Figure 1. Signal wires on met2.
(4 px per um)
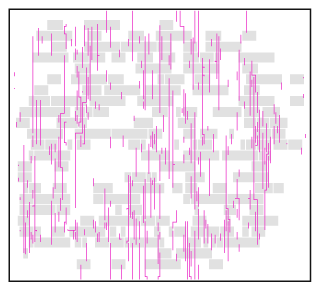
Figure 2. Close-up of the layout.
Region (46, 41) to (66, 61) um. Cells in gray, sequential cells in the stronger gray; small squares are vias.
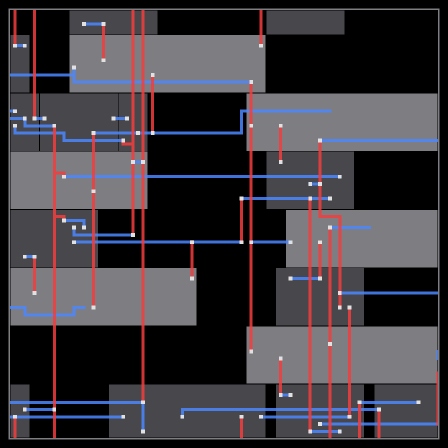
Figure 3. Clock nets.
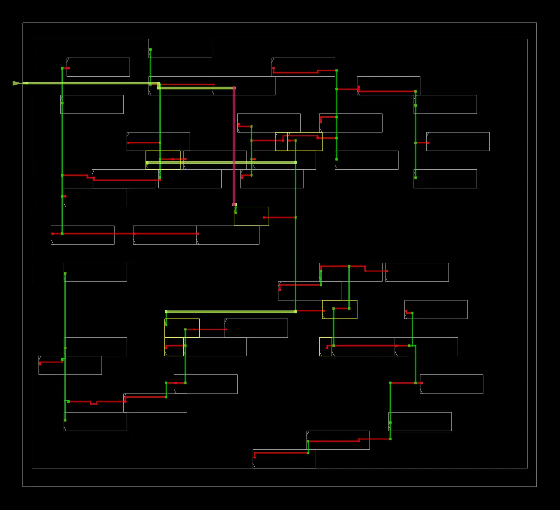
### src/rtl/serial_subtractor.sv
// Bit-serial two's-complement subtractor: diff = a - b - bin, LSB first, one bit per clock.
// One full-subtractor cell plus a borrow flop; start/done handshake to the controlling FSM.

module full_subtractor (
  input  logic a,
  input  logic b,
  input  logic bin,
  output logic d,
  output logic bout
);
  assign d    = a ^ b ^ bin;
  assign bout = (~a & b) | (~(a ^ b) & bin);
endmodule

module serial_subtractor #(
  parameter int WIDTH = 8
) (
  input  logic             clk,
  input  logic             rst,
  input  logic             start,
  input  logic [WIDTH-1:0] a,
  input  logic [WIDTH-1:0] b,
  input  logic             bin,
  output logic             busy,
  output logic             done,
  output logic [WIDTH-1:0] diff,
  output logic             bout,
  output logic             ovf
);
  localparam int CW = $clog2(WIDTH);

  typedef enum logic [1:0] {S_IDLE, S_RUN, S_DONE} state_t;

  state_t           state_q, state_d;
  logic [WIDTH-1:0] a_sr, b_sr, res_sr;
  logic [CW-1:0]    cnt_q;
  logic             br_q;
  logic             a_msb_q, b_msb_q;
  logic             accept, last;
  logic             d_bit, br_nxt;

  full_subtractor u_fs (
    .a    (a_sr[0]),
    .b    (b_sr[0]),
    .bin  (br_q),
    .d    (d_bit),
    .bout (br_nxt)
  );

  always_ff @(posedge clk or posedge rst) begin
    if (rst) state_q <= S_IDLE;
    else     state_q <= state_d;
  end

  always_comb begin
    state_d = state_q;
    busy    = 1'b0;
    done    = 1'b0;
    accept  = 1'b0;
    last    = 1'b0;
    case (state_q)
      S_IDLE: begin
        if (start) begin
          state_d = S_RUN;
          accept  = 1'b1;
        end
      end
      S_RUN: begin
        busy = 1'b1;
        if (cnt_q == CW'(WIDTH-1)) begin
          state_d = S_DONE;
          last    = 1'b1;
        end
      end
      S_DONE: begin
        busy    = 1'b1;
        done    = 1'b1;
        state_d = S_IDLE;
      end
      default: state_d = S_IDLE;
    endcase
  end

  // The final bit is still combinational on the last edge, so the result is
  // assembled from the cell output and the partially filled shift register.
  always_ff @(posedge clk or posedge rst) begin
    if (rst) begin
      a_sr    <= '0;
      b_sr    <= '0;
      res_sr  <= '0;
      cnt_q   <= '0;
      br_q    <= 1'b0;
      a_msb_q <= 1'b0;
      b_msb_q <= 1'b0;
      diff    <= '0;
      bout    <= 1'b0;
      ovf     <= 1'b0;
    end else if (accept) begin
      a_sr    <= a;
      b_sr    <= b;
      br_q    <= bin;
      a_msb_q <= a[WIDTH-1];
      b_msb_q <= b[WIDTH-1];
      cnt_q   <= '0;
    end else if (state_q == S_RUN) begin
      a_sr   <= a_sr >> 1;
      b_sr   <= b_sr >> 1;
      res_sr <= {d_bit, res_sr[WIDTH-1:1]};
      br_q   <= br_nxt;
      cnt_q  <= cnt_q + 1'b1;
      if (last) begin
        diff <= {d_bit, res_sr[WIDTH-1:1]};
        bout <= br_nxt;
        ovf  <= (a_msb_q != b_msb_q) && (d_bit != a_msb_q);
      end
    end
  end
endmodule
### config.mk
export PLATFORM = sky130hd
export DESIGN_NAME = serial_subtractor
export DESIGN_NICKNAME = d
export VERILOG_FILES = /design/src/rtl/serial_subtractor.sv
export SDC_FILE = /design/constraint.sdc
export NUM_CORES = 1
export LEC_CHECK = 0
export CAP_MARGIN = 25
export CORE_ASPECT_RATIO = 0.9
export CORE_UTILIZATION = 40
export DETAILED_ROUTE_END_ITERATION = 8
export PLACE_DENSITY_LB_ADDON = 0.1
export SYNTH_ARGS = -nofsm -noshare
export SYNTH_HDL_FRONTEND = slang
export SYNTH_HIERARCHICAL = 1
export SYNTH_SLANG_ARGS = --single-unit
### constraint.sdc
create_clock -name clk -period 4.24 [get_ports clk]
set_input_delay 1.06 -clock clk [delete_from_list [all_inputs] [get_ports clk]]
set_output_delay 1.06 -clock clk [all_outputs]
set_load 0.05 [all_outputs]
==> flow_metrics.py <==
# Generated from Yosys and OpenROAD reports
metrics = {
    "critical_path": {
        "r2r-end": "diff[6]$_DFFE_PP0P_",
        "start_kind": "flip-flop",
        "r2r_start": "state_q[1]$_DFFE_PP0P_",
        "arrival_ps": 1800,
        "cp_num_cells": 3,
        "critPathTopFamily": "buffers and inverters",
        "critPathMaxFanout": 3,
    },
    "final_layout": {
        "final_cells": 242,
        "reg.largest.list": "a_sr: 8 flops, b_sr: 8 flops, diff: 8 flops",
        "most-common-layout-cells": "41 x dfrtp_1, 31 x clkdlybuf4s50_1, 18 x mux2_2",
    },
    "synthesis": {
        "netlist_area_um2": 1920,
        "yosysTopAreaCell": "dfrtp_1",
        "ys_cells": 146,
        "seq_area_frac_synth": 0.536,
    },
    "final_timing": {
        "slew_headroom": 0.552,
        "post-route-period-util": 0.675,
        "tns_ps": 0,
        "finalCriticalPeriod_ps": 2860,
    },
    "clocking": {
        "root_buffer": "clkbuf_8",
        "clock_latency_ps": 280,
        "numCtsBuffers": 5,
        "cts_tree": "done",
        "cts-resized-gates": 0,
    },
    "global_route": {
        "gr-total-overflow": 0,
        "grt_pass1_wl_um": 5200,
        "antenna_found_initial": 0,
        "gr-usage-met3": 0.0448,
        "grt_pass1_vias": 1170,
    },
    "status": {
        "status": "finished, final reports clean",
    },
    "routing": {
        "vias_per_cell": 4.67,
    },
    "place": {
        "portBuffers": 31,
        "place_hpwl_um": 2120,
    },
    "floorplanning": {
        "initCoreUtil": 0.424,
    },
    "power_and_ir_drop": {
        "p_per_area_nw_per_um2": 733,
        "power.total_mw": 1.70,
    },
    "flow_run": {
        "warnings": 29,
    },
}
-- Figure 1 (at the start) --
share of all routed wire	49%
longest straight run	30.6 um
nets with wire on the layer	175
main direction	vertical

-- Figure 2 (at the start) --
color	layer
blue	met1
red	met2
sequential cells in the window	6
netlist names of flops here include	diff (3), res_sr (3)
cells with their middle in the window	14
most frequent	dfrtp_1 (6), mux2_2 (4)

-- Figure 3 (at the start) --
CTS Sinks: 41
flop count: 41
clock network power: 241 uW
Final Skew: 6.71 ps

-- logic make-up (layout without fill, tap and decap cells) --
kind of cell,count (synthesis),in the layout,synth area share
buffers and inverters,14,48,0.0588
AOI/OAI and AO/OA,21,21,0.0751
DFF,41,41,0.536
and+or+nand+nor,25,25,0.0660
muxes,37,37,0.210
xor gates and xnor gates,1,1,0.00457
adders and majority gates,7,7,0.0496
-- per-stage QoR --
stage	cell area [um2]	worst slack, ps	utilization	hold slack (ps)
after floorplan	1920	2220	-	470
after global placement	2230	1700	0.494	491
after detailed placement	2230	1670	0.494	493
after CTS	2320	1360	0.513	516
after global routing	2320	1300	0.513	528
final	2320	1380	0.513	508
-- synth_stat cells --
master / n
ha_1: 6
a22o_2: 2
fa_1: 1
buf_6: 3
clkbuf_8: 2
mux2_4: 2
nand2_1: 16
xnor2_1: 1
o21ai_0: 2
o21ai_2: 7
nor2_8: 1
clkbuf_2: 1
a21oi_1: 1
o21ai_1: 8
buf_12: 1
mux2i_1: 17
nor2_1: 4
nand3b_1: 1
inv_1: 7
and2b_2: 1
nand2b_1: 1
o21a_1: 1
dfrtp_1: 41
mux2_2: 18
and2_4: 1
-- cell type report --
type / count / area (um2)
well taps: 62 / 77.6
clock inverters: 3 / 17.5
multi-input cells: 91 / 777
inverters: 7 / 26.3
clock buffers: 5 / 68.8
repair buffers: 33 / 325
flip-flops and latches: 41 / 1030
fillers: 414 / 2200
-- power by group --
part	switching (mW)	total, mW	internal [mW]
combinational	0.427	0.793	0.366
sequential	0.0996	0.666	0.566
clock	0.128	0.241	0.113
total	0.655	1.70	1.05
-- metal layers --
layer	part of all wire	vias up	wire length [um]
met1	0.48	543	1430
met4	0.0057	0	17
li1	-	564	-
met3	0.032	2	96
met2	0.49	20	1460
met5	0	-	0
Power figures rest on the tool's default switching activity, not on a simulated workload.
